**config.mk**
```make
export PLATFORM = sky130hd
export DESIGN_NAME = divider_sched_flat
export DESIGN_NICKNAME = d
export VERILOG_FILES = /design/src/rtl/divsched_pkg.sv /design/src/rtl/divider_sched_if.sv /design/src/rtl/divsched_pending.sv /design/src/rtl/divider_sched.sv /design/src/flat_wrapper.sv
export SDC_FILE = /design/constraint.sdc
export NUM_CORES = 1
export LEC_CHECK = 0
export CORE_MARGIN = 2
export CORE_UTILIZATION = 50
export CTS_CLUSTER_DIAMETER = 30
export DETAILED_ROUTE_END_ITERATION = 8
export PLACE_DENSITY = 0.74
export SLEW_MARGIN = 25
export SYNTH_ARGS = -nofsm -noshare
export SYNTH_HDL_FRONTEND = slang
export SYNTH_SLANG_ARGS = --single-unit
```
**constraint.sdc**
```tcl
create_clock -name clk -period 2.9 [get_ports clk]
set_input_delay 0.29 -clock clk [delete_from_list [all_inputs] [get_ports clk]]
set_output_delay 0.29 -clock clk [all_outputs]
set_load 0.01 [all_outputs]
```
**src/rtl/divsched_pkg.sv**
```systemverilog
// divsched_pkg: shared types and defaults for the divide-counter scheduler.
package divsched_pkg;
   localparam int DEF_WIDTH   = 8;
   localparam int DEF_MIN_DIV = 2;
   localparam int STOP_DIV    = 0;
   typedef enum logic [1:0] {IDLE, LOAD, RUN} state_e;
endpackage

```
**src/rtl/divider_sched_if.sv**
```systemverilog
// divider_sched_if: config handshake and divider-control bundle.
// clk_out exists only when DIVSCHED_HALF_DUTY_EN is defined.
interface divider_sched_if #(parameter int WIDTH = divsched_pkg::DEF_WIDTH);
   logic             en;
   logic             cfg_valid;
   logic             cfg_ready;
   logic [WIDTH-1:0] cfg_div;
   logic             load_n;
   logic [WIDTH-1:0] load_val;
   logic             tick;
   logic             busy;
   logic [WIDTH-1:0] cur_div;
`ifdef DIVSCHED_HALF_DUTY_EN
   logic             clk_out;
   modport slave (input en, cfg_valid, cfg_div,
                  output cfg_ready, load_n, load_val, tick, busy, cur_div, clk_out);
   modport master (output en, cfg_valid, cfg_div,
                   input cfg_ready, load_n, load_val, tick, busy, cur_div, clk_out);
`else
   modport slave (input en, cfg_valid, cfg_div,
                  output cfg_ready, load_n, load_val, tick, busy, cur_div);
   modport master (output en, cfg_valid, cfg_div,
                   input cfg_ready, load_n, load_val, tick, busy, cur_div);
`endif
endinterface

```
**src/rtl/divsched_pending.sv**
```systemverilog
// divsched_pending: single-entry ratio holding slot with clamp and ready.
module divsched_pending
   import divsched_pkg::*;
#(
   parameter int WIDTH   = DEF_WIDTH,
   parameter int MIN_DIV = DEF_MIN_DIV
) (
   input  logic             clk,
   input  logic             rst_n,
   input  logic             wr_i,
   input  logic             clr_i,
   input  logic [WIDTH-1:0] div_i,
   output logic [WIDTH-1:0] clamp_o,
   output logic [WIDTH-1:0] pend_o,
   output logic             full_o,
   output logic             ready_o
);
   logic             full_q, full_d;
   logic [WIDTH-1:0] pend_q, pend_d;
   // a stop request (0) passes through unclamped
   assign clamp_o = (div_i != WIDTH'(STOP_DIV) && div_i < WIDTH'(MIN_DIV)) ? WIDTH'(MIN_DIV) : div_i;
   always_comb begin
      full_d = wr_i ? 1'b1 : clr_i ? 1'b0 : full_q;
      pend_d = wr_i ? clamp_o : clr_i ? '0 : pend_q;
   end
   always_ff @(posedge clk or negedge rst_n) begin
      if (!rst_n) begin
         full_q <= 1'b0;
         pend_q <= '0;
      end else begin
         full_q <= full_d;
         pend_q <= pend_d;
      end
   end
   assign pend_o  = pend_q;
   assign full_o  = full_q;
   assign ready_o = !full_q;
endmodule

```
**src/rtl/divider_sched.sv**
```systemverilog
// divider_sched: sequences the programmable divide counter; ratio swaps at period edges.
// tick is registered and shows in the cycle after terminal count. Option: DIVSCHED_HALF_DUTY_EN.
module divider_sched
   import divsched_pkg::*;
#(
   parameter int WIDTH   = DEF_WIDTH,
   parameter int MIN_DIV = DEF_MIN_DIV
) (
   input logic            clk,
   input logic            rst_n,
   divider_sched_if.slave bus
);
   localparam logic [WIDTH-1:0] ONE = WIDTH'(1);
   state_e           state_q, state_d;
   logic [WIDTH-1:0] cur_div_q, cur_div_d;
   logic [WIDTH-1:0] count_q, count_d;
   logic [WIDTH-1:0] load_val_q;
   logic             load_n_q, tick_q, busy_q;
   logic [WIDTH-1:0] clamp, pend_div;
   logic             pend_full, pend_ready, pend_wr, pend_clr, term;
   assign pend_wr = bus.cfg_valid && pend_ready && state_q != IDLE;
   assign term    = state_q == RUN && bus.en && count_q == '0;
   divsched_pending #(.WIDTH(WIDTH), .MIN_DIV(MIN_DIV)) u_pend (
      .clk     (clk),
      .rst_n   (rst_n),
      .wr_i    (pend_wr),
      .clr_i   (pend_clr),
      .div_i   (bus.cfg_div),
      .clamp_o (clamp),
      .pend_o  (pend_div),
      .full_o  (pend_full),
      .ready_o (pend_ready)
   );
   always_comb begin
      state_d   = state_q;
      cur_div_d = cur_div_q;
      count_d   = count_q;
      pend_clr  = 1'b0;
      case (state_q)
         IDLE: if (bus.cfg_valid && clamp != WIDTH'(STOP_DIV)) begin
            cur_div_d = clamp;
            state_d   = LOAD;
         end
         LOAD: begin
            count_d = cur_div_q - ONE;
            state_d = RUN;
         end
         RUN: if (term) begin
            if (!pend_full) count_d = cur_div_q - ONE;
            else begin
               pend_clr  = 1'b1;
               cur_div_d = pend_div;
               state_d   = (pend_div == WIDTH'(STOP_DIV)) ? IDLE : LOAD;
            end
         end else if (bus.en) count_d = count_q - ONE;
         default: state_d = IDLE;
      endcase
   end
   always_ff @(posedge clk or negedge rst_n) begin
      if (!rst_n) begin
         state_q    <= IDLE;
         cur_div_q  <= '0;
         count_q    <= '0;
         load_n_q   <= 1'b1;
         load_val_q <= '0;
         tick_q     <= 1'b0;
         busy_q     <= 1'b0;
      end else begin
         state_q    <= state_d;
         cur_div_q  <= cur_div_d;
         count_q    <= count_d;
         load_n_q   <= state_d != LOAD;
         load_val_q <= (state_d == LOAD) ? cur_div_d - ONE : load_val_q;
         tick_q     <= term;
         busy_q     <= state_d != IDLE;
      end
   end
`ifdef DIVSCHED_HALF_DUTY_EN
   logic clk_out_q;
   always_ff @(posedge clk or negedge rst_n) begin
      if (!rst_n) clk_out_q <= 1'b0;
      else clk_out_q <= state_d == RUN && count_d >= (cur_div_d >> 1);
   end
   assign bus.clk_out = clk_out_q;
`endif
   assign bus.cfg_ready = state_q == IDLE || pend_ready;
   assign bus.load_n    = load_n_q;
   assign bus.load_val  = load_val_q;
   assign bus.tick      = tick_q;
   assign bus.busy      = busy_q;
   assign bus.cur_div   = cur_div_q;
endmodule
```
**src/flat_wrapper.sv**
```systemverilog
// flat-port wrapper written by rule: the top's interface ports become plain ports
module divider_sched_flat import divsched_pkg::*;
#(
   parameter int WIDTH   = DEF_WIDTH,
   parameter int MIN_DIV = DEF_MIN_DIV
)
  (clk, rst_n, bus_en, bus_cfg_valid, bus_cfg_div, bus_cfg_ready, bus_load_n, bus_load_val, bus_tick, bus_busy, bus_cur_div);
  divider_sched_if #(.WIDTH(WIDTH)) bus_i ();
  input logic clk;
  input logic rst_n;
  input wire logic [$bits(bus_i.en)-1:0] bus_en;
  input wire logic [$bits(bus_i.cfg_valid)-1:0] bus_cfg_valid;
  input wire logic [$bits(bus_i.cfg_div)-1:0] bus_cfg_div;
  output wire logic [$bits(bus_i.cfg_ready)-1:0] bus_cfg_ready;
  output wire logic [$bits(bus_i.load_n)-1:0] bus_load_n;
  output wire logic [$bits(bus_i.load_val)-1:0] bus_load_val;
  output wire logic [$bits(bus_i.tick)-1:0] bus_tick;
  output wire logic [$bits(bus_i.busy)-1:0] bus_busy;
  output wire logic [$bits(bus_i.cur_div)-1:0] bus_cur_div;
  assign bus_i.en = bus_en;
  assign bus_i.cfg_valid = bus_cfg_valid;
  assign bus_i.cfg_div = bus_cfg_div;
  assign bus_cfg_ready = bus_i.cfg_ready;
  assign bus_load_n = bus_i.load_n;
  assign bus_load_val = bus_i.load_val;
  assign bus_tick = bus_i.tick;
  assign bus_busy = bus_i.busy;
  assign bus_cur_div = bus_i.cur_div;
  divider_sched #(.WIDTH(WIDTH), .MIN_DIV(MIN_DIV)) u_core (.clk(clk), .rst_n(rst_n), .bus(bus_i));
endmodule
```
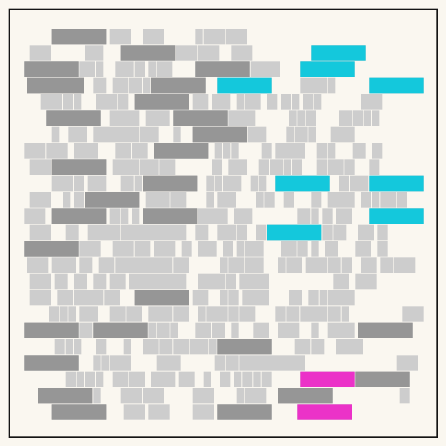
run_1/ff_map.png
Drawn at 6 px/um.
| colour | signal | sequential cells |
|---|---|---|
| magenta | `u_core.state_q` | 2 |
| cyan | `u_core.count_q` | 8 |
not coloured: 28
storage element area: 952 um2
flop share of the area: 32.2%
Sequential Power: 1.08 mW
Final Util: 68.0%

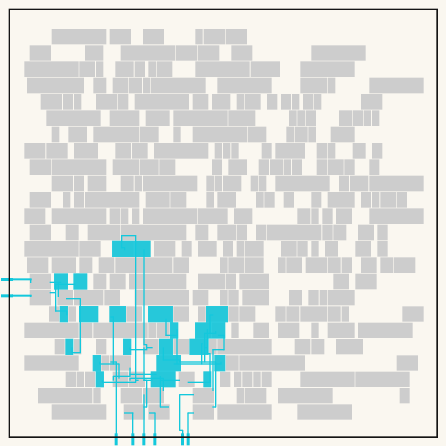
run_1/port_trees.png
Drawn at 6 px/um.
| colour | port | bits | direction | end cells | wire |
|---|---|---|---|---|---|
| cyan | `bus_cfg_div` | 8 | input | 22 | 266 um |
Port Buffers: 31
# IOs: 32

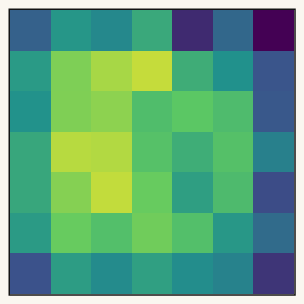
run_1/util_map.png
Drawn at 4 px/um. 7 x 7 tiles, from dark purple (low) to yellow (high), 0 to 100% covered.
emptiest ninth of the die: top right
fullest tile: 91%
mean over tiles: 57%
nearly empty tiles: 2.0%
tiles over 75% full: 25%
fp util: 51.7%
core area: 4350 um2

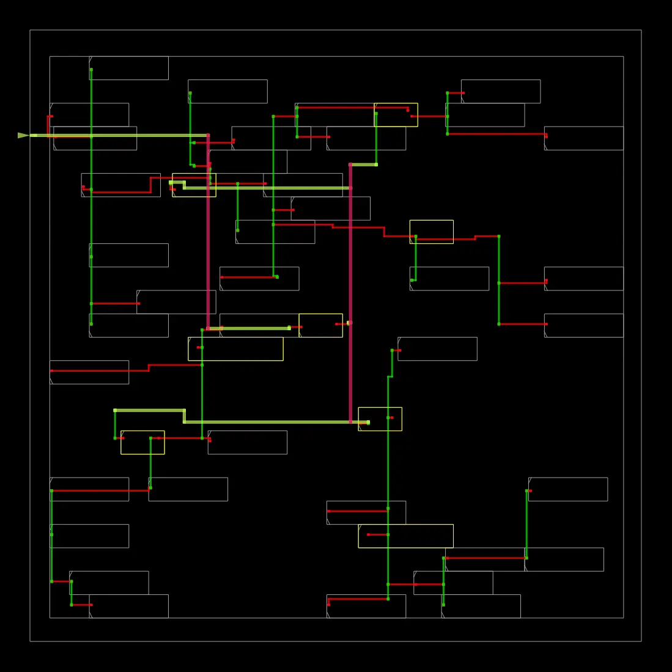
run_1/clock_nets.png
Clock Skews: 14.0 ps
flip-flops: 38
CTS buffer count: 5
Latency at later pin: 310 ps
clk sink count: 38

run 1: critical path, stage by stage (launching register included):
cell and delay [ps]:
dfrtp_1 420, inv_1 70, ha_1 180, or3b_1 370, nor3_1 260, and4_2 420, a221oi_4 110, ha_1 240
buf_4 150, xnor2_1 110, mux2_1 290
run 1: cells in the final DEF (no fill, tap or decap), drive strengths merged, types with 3 or more instances in the layout:
master          n
a211oi          3
a21oi          14
a221oi          3
a32o            3
and2            3
and3            5
buf            27
clkbuf          6
clkdlybuf4s50  30
dfrtp          37
ha              7
inv            18
mux2            4
nand2          29
nand2b          3
nand3           9
nand4           3
nor2           14
nor3           11
o21ai          16
o22ai           5
or2             4
or3             4
or4             4
xnor2           8
run 1: registers in the layout (all words and copies together) (netlist names):
| signal | flops |
|---|---|
| u_core.bus.busy | 1 |
| u_core.bus.cur_div | 8 |
| u_core.bus.load_n | 1 |
| u_core.bus.load_val | 8 |
| u_core.bus.tick | 1 |
| u_core.count_q | 8 |
| u_core.state_q | 2 |
| u_core.u_pend.full_o | 1 |
| u_core.u_pend.pend_o | 8 |
run 1: worst max-delay path by stage:
stage / slack (ps) / to / cells after the start
2_1_floorplan: 260 / u_core.bus.load_val[7] / 9
3_3_place_gp: -100 / u_core.bus.load_val[7] / 9
5_1_grt: 40 / u_core.bus.load_val[2] / 10
3_5_place_dp: -130 / u_core.bus.load_val[7] / 9
4_1_cts: 30 / u_core.bus.load_val[7] / 10
6_report: 160 / u_core.bus.load_val[2] / 10
run 1: cell families after synthesis:
family	after synthesis	share of synthesized area, %
multiplexers	6	2.89
flip-flops	38	42.3
AND-OR/OR-AND	62	20.1
XOR/XNOR	10	3.89
buffers and inverters	24	4.00
adder cells (fa/ha/maj)	7	3.89
AND/OR/NAND/NOR	97	22.9
run 1: cell usage after synthesis (all sizes together) (2+ instances only):
master  instances
or2             4
xnor2           8
dfrtp          37
mux2            4
nand2          29
o21ai          16
or4             4
and3            5
xor2            2
clkbuf          6
nand3           9
nor3b           2
nand2b          3
a32o            3
a21oi          14
a22oi           2
nor3           11
ha              7
or3             4
and2            3
a221oi          3
mux2i           2
inv            18
nor2           14
nand4           3
a211o           2
o22ai           5
a211oi          3
a22o            2
run 1: metal layers:
layer / track usage, % / wire (um) / vias to the layer above
met4: 6.50 / 52 / 0
met1: 32.9 / 2660 / 991
li1: - / - / 1010
met2: 39.9 / 2740 / 58
met3: 4.70 / 283 / 6
met5: 0 / 0 / -
run 1: timing repair:
action	4_1_cts	5_1_grt
setup endpoints to repair	0	6
hold endpoints to repair	0	0
resized	0	4
run 1: power by group:
group	switching [mW]	leakage [nW]	internal, mW
registers	0.291	0.464	0.791
clock network	0.199	0.0714	0.367
logic	1.06	0.782	1.06
run 1: area by class of cell:
cell class / instances / area (um2) / share of cell area (%)
Inverter: 18 / 67.6 / 2.28
Clock inverter: 2 / 60.1 / 2.03
Tap cell: 52 / 65.1 / 2.20
Clock buffer: 6 / 82.6 / 2.79
Timing Repair Buffer: 57 / 500 / 16.9
Sequential cell: 38 / 952 / 32.2
Multi-Input combinational cell: 182 / 1230 / 41.6
==> results_dict.tcl, run 1 <==
# place-and-route summary
set metrics [dict create \
    synth.largest_area_cell "dfrtp_1" \
    synth_warnings 0 \
    synth.ff_latch_count 38 \
    drive_above_1_share_pct 17.2 \
    ir_worst_vdd_v 0.000718 \
    vias 2065 \
    worst-setup-path-type "reg -> reg" \
    hold_ws_ps 97.6 \
    nNetsFinal 321 \
    design_power_total_mw 3.76 \
    synth-async-reset-ratio_pct 100 \
    cts_max_level 2 \
    drv_cap 0 \
    grt_max_degree 39 \
    hold_buffers 0 \
    syn-num-nets 263 \
    post_cts_buffers 0 \
    yosys_cells 244 \
    cts_tree "yes" \
    syn_area_um2 2250 \
    p_leak_nw 1.32 \
    fillers 348 \
    status "finished clean" \
    grt.total_usage_pct 24.2 \
    critPathLaunch "u_core.count_q[0]" \
    instances_no_fill 355 \
    dieArea_um2 5050 \
    postSynthCellCount 244 \
    dp_hpwl_um 4190 \
    grt_pass1_wl_um 9590 \
    wl_per_cell_um 16.2 \
    crit_path_start_kind "register" \
    crit_fanout 5 \
    yosysTopAreaCellShare_pct 41.2 \
    pre_cts_ws_ps -132 \
    synth.area.top_cells "dfrtp_1, nand2_1, ha_1, o21ai_0, a21oi_1" \
    hold_viol_final 0 \
    slew_headroom_pct 42.9 \
    drcViolationCount 0 \
    max_freq_ghz 0.365 \
    die_y_um 71.1 \
    postSynthAreaPerCell_um2 9.22 \
    yosys.stat.seqShare_pct 42.3 \
    ys_types 59 \
    warnings 29 \
    clock-root-buffer "clkbuf_8" \
    fin_crit_ps 2740 \
    setup_viol 0 \
    die_width_um 71.1 \
    wirelength_um 5740 \
    final_antenna_net_count 0 \
    timing.final.max_slew_violations 0 \
    rsz0062_at_grt "false" \
    timing.final.ws_setup_ps 160 \
]
run_1/gates.png
Drawn at 6 px/um.
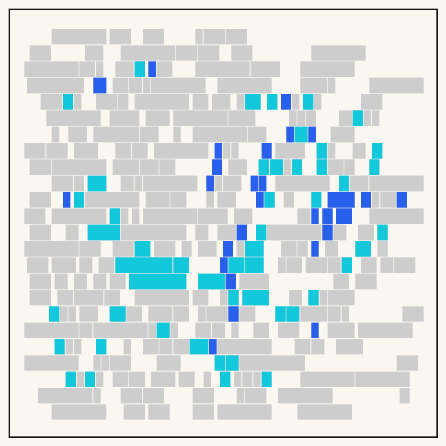

==> run 2, diff against run 1 <==
Settings changed: CORE_UTILIZATION 50 to 54, PLACE_DENSITY 0.74 to 0.79, SETUP_SLACK_MARGIN from default to 0.3.
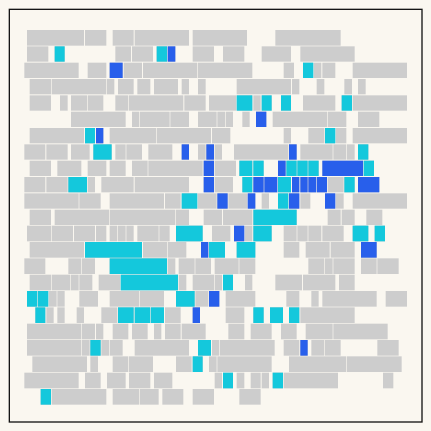
run_2/gates.png
Drawn at 6 px/um.
| colour | family | cells |
|---|---|---|
| cyan | aoi and oai cells | 50 |
| blue | nor cells | 28 |
Top cell excl fill/tap: dfrtp_1
multi-input combinational area share: 43.3%
fin cells: 352

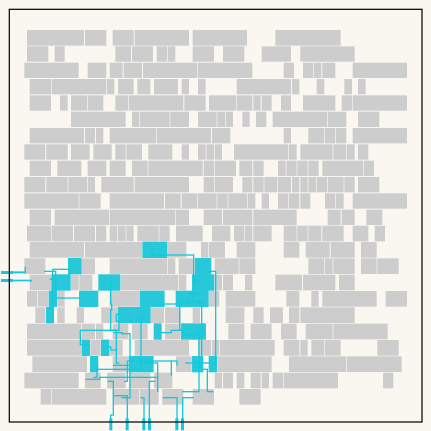
run_2/port_trees.png
Drawn at 6 px/um.
| colour | port | bits | direction | end cells | wire |
|---|---|---|---|---|---|
| cyan | `bus_cfg_div` | 8 | input | 22 | 260 um |

==> run 2 against run 1 <==
  * Design area grew 2.3%
  * Global-route usage is 4.1 points higher
  * Sequential share of layout area is 0.69 points lower
  * Register-to-register slack better by 190 ps
  * Synthesized area unchanged
  * First-iteration DRC count rose by 29%
  * Flip-flop count stayed put
  * Fmax up 7.5%
  * Count of clock-buffer cells in the layout fell by 1
  * Wire length up 3.9%
  * Worst hold slack worse by 4.5 ps
  * Critical path type unchanged
  * Highest routed layer unchanged
==> results_dict.tcl, run 2 <==
# place-and-route summary
set metrics [dict create \
    ios 32 \
    coreArea_um2 4000 \
    crit_path_start_kind "register" \
    dr.pass1.iters 4 \
    cts_tree "yes" \
    fin_crit_ps 2550 \
    hold_buffers 0 \
    end_kind "register" \
    grt_overflow 0 \
    p_int_mw 2.24 \
    syn-num-nets 263 \
    common_cells "dfrtp_1, nand2_1, inv_1" \
    postSynthCellCount 244 \
    grt_antenna_before_repair 0 \
    vias 2117 \
    placementRows 23 \
    wl_per_cell_um 16.9 \
    syn_area_um2 2250 \
    ys_types 59 \
    design_power_total_mw 3.86 \
    combGateArea_um2 1310 \
    synth.ff_latch_count 38 \
    synth-async-reset-ratio_pct 100 \
    synth_warnings 0 \
    rsz0062_at_grt "true" \
    max_freq_ghz 0.392 \
    drv_cap 0 \
    ir_worst_vdd_v 0.000838 \
    arrival_ps 2740 \
    yosysMostFrequentCell "dfrtp_1" \
    drcViolationCount 0 \
    yosysTopAreaCellShare_pct 41.2 \
    status "finished clean" \
    switching_share_pct 42.1 \
    worst-setup-path-type "reg -> reg" \
    drt_iter0_drc 178 \
    power.share.clock_pct 14.0 \
    crit_fanout 4 \
    synth.largest_area_cell "dfrtp_1" \
    clock-sinks 38 \
    initial_core_util_pct 56.2 \
    lay_top_cells "dfrtp_1, nand2_1, clkdlybuf4s50_1" \
    synth.area.top_cells "dfrtp_1, nand2_1, ha_1, o21ai_0, a21oi_1" \
    tightest_slew_ps 843 \
    vias_per_cell 6.01 \
    clock-root-buffer "clkbuf_8" \
    die_y_um 68.5 \
    num_antenna_cells 0 \
    combPwrFrac_pct 57.5 \
    postSynthAreaPerCell_um2 9.22 \
    final_antenna_net_count 0 \
    dieArea_um2 4700 \
    setup_viol 0 \
    timing.final.max_slew_violations 0 \
    numCtsBuffers 5 \
    grt_pass1_wl_um 9670 \
    skew_ps 10.8 \
    yosys.stat.seqShare_pct 42.3 \
    grt.total_usage_pct 28.3 \
    globalplace.congestion 0.934 \
    reg2reg_depth 11 \
    area_delta_synth_final_pct 34.6 \
    p_per_area_nw_per_um2 1280 \
    hold_viol_final 0 \
    wirelength_um 5960 \
    clock.latency.late_pin_ps 300 \
    regArea_um2 953 \
    p_sw_mw 1.63 \
    cts_max_level 2 \
    yosys_cells 244 \
    warnings 31 \
    nNetsFinal 320 \
    slew_headroom_pct 43.8 \
    die_width_um 68.5 \
    edf_count 0 \
    drive_above_1_share_pct 21.5 \
    portBuffers 31 \
    fillers 281 \
    dp_hpwl_um 4310 \
    ys.flop_type "dfrtp_1" \
    grt_max_degree 39 \
    p_leak_nw 1.33 \
    fin_crit_sh_pct 87.9 \
    pwr-share-seq_pct 28.4 \
]
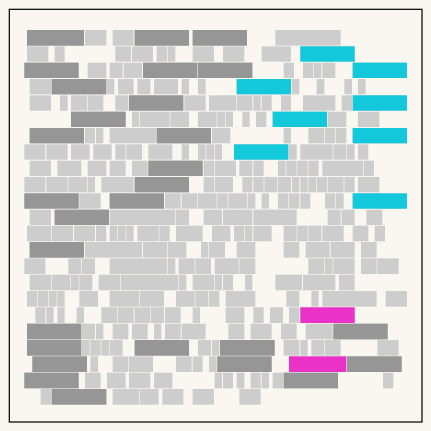
run_2/ff_map.png
Drawn at 6 px/um.
| colour | signal | sequential cells |
|---|---|---|
| cyan | `u_core.count_q` | 8 |
| magenta | `u_core.state_q` | 2 |
Sequential Power: 1.10 mW
Final Util: 75.7%
flop share of the area: 31.5%

## run 2: area by class of cell
class	instances	area share, %
inverter	18	2.23
sequential	38	31.5
timing repair buffer	56	16.4
clock buffer	5	2.27
tap	50	2.07
multi-input combinational	182	43.3
clock inverter	3	2.27
## run 2: path summary, 6_finish.rpt
kind                                   startpoint                       to  slack [ps]
min                                         rst_n        u_core.count_q[6]          90
max reg2reg                     u_core.count_q[0]   u_core.bus.load_val[6]         350
max                             u_core.count_q[0]   u_core.bus.load_val[6]         350
max in group asynchronous                   rst_n        u_core.state_q[0]        2220
min reg2reg                u_core.bus.load_val[7]   u_core.bus.load_val[7]         510
min in group clk                   bus_cfg_div[3]  u_core.u_pend.pend_o[3]         370
## run 2: what timing repair did
action | 4_1_cts | 5_1_grt
resized | 8 | 20
setup endpoints to repair | 5 | 5
buffers inserted | 0 | 5
pin swaps | 3 | 8
## run 2: routing by layer
layer	global-route usage (%)	vias up	share of wire, %
met3	6.49	12	7.1
met2	44.2	79	49
met5	0	-	0
met1	37.9	1025	42
met4	11.3	0	1.8
li1	-	1001	-
## run 2: metrics by stage
stage / hold WS [ps] / worst slack [ps] / TNS (ps) / instance area [um2] / instances
global placement: 443 / -71.4 / -172 / 2750 / 339
detailed placement: 444 / -117 / -281 / 2750 / 339
floorplan: -5.59 / 301 / 0 / 2260 / 244
CTS: 121 / 295 / 0 / 2910 / 347
global route: 168 / 253 / 0 / 3030 / 352
finish: 93.1 / 352 / 0 / 3030 / 352
## run 2: power groups by stage
stage / logic, mW / clock network [mW] / registers, mW
floorplan: 1.28 / 0 / 1.05
finish: 2.22 / 0.542 / 1.10
detailed placement: 2.03 / 0 / 1.08
global route: 2.44 / 0.578 / 1.13
global placement: 1.99 / 0 / 1.07
CTS: 2.07 / 0.550 / 1.08
## run 2: critical path: stages (launching register included)
cell and delay, ps:
dfrtp_1 420, inv_1 70, ha_2 180, nor3b_4 240, and3_4 240, o22ai_4 80
buf_6 140, a221oi_4 270, ha_2 250, nand4_1 130, xnor2_1 160, mux2_2 270
## run 2: cell families (layout without fill, tap and decap cells)
family | count (synthesis) | count (layout) | synth area share, %
simple gates | 97 | 97 | 22.9
compound gates | 62 | 62 | 20.1
flops | 38 | 38 | 42.3
buf+inv | 24 | 82 | 4.00
xor+xnor | 10 | 10 | 3.89
fa+ha+maj | 7 | 7 | 3.89
mux | 6 | 6 | 2.89
Power is estimated from default activity; no workload was simulated.
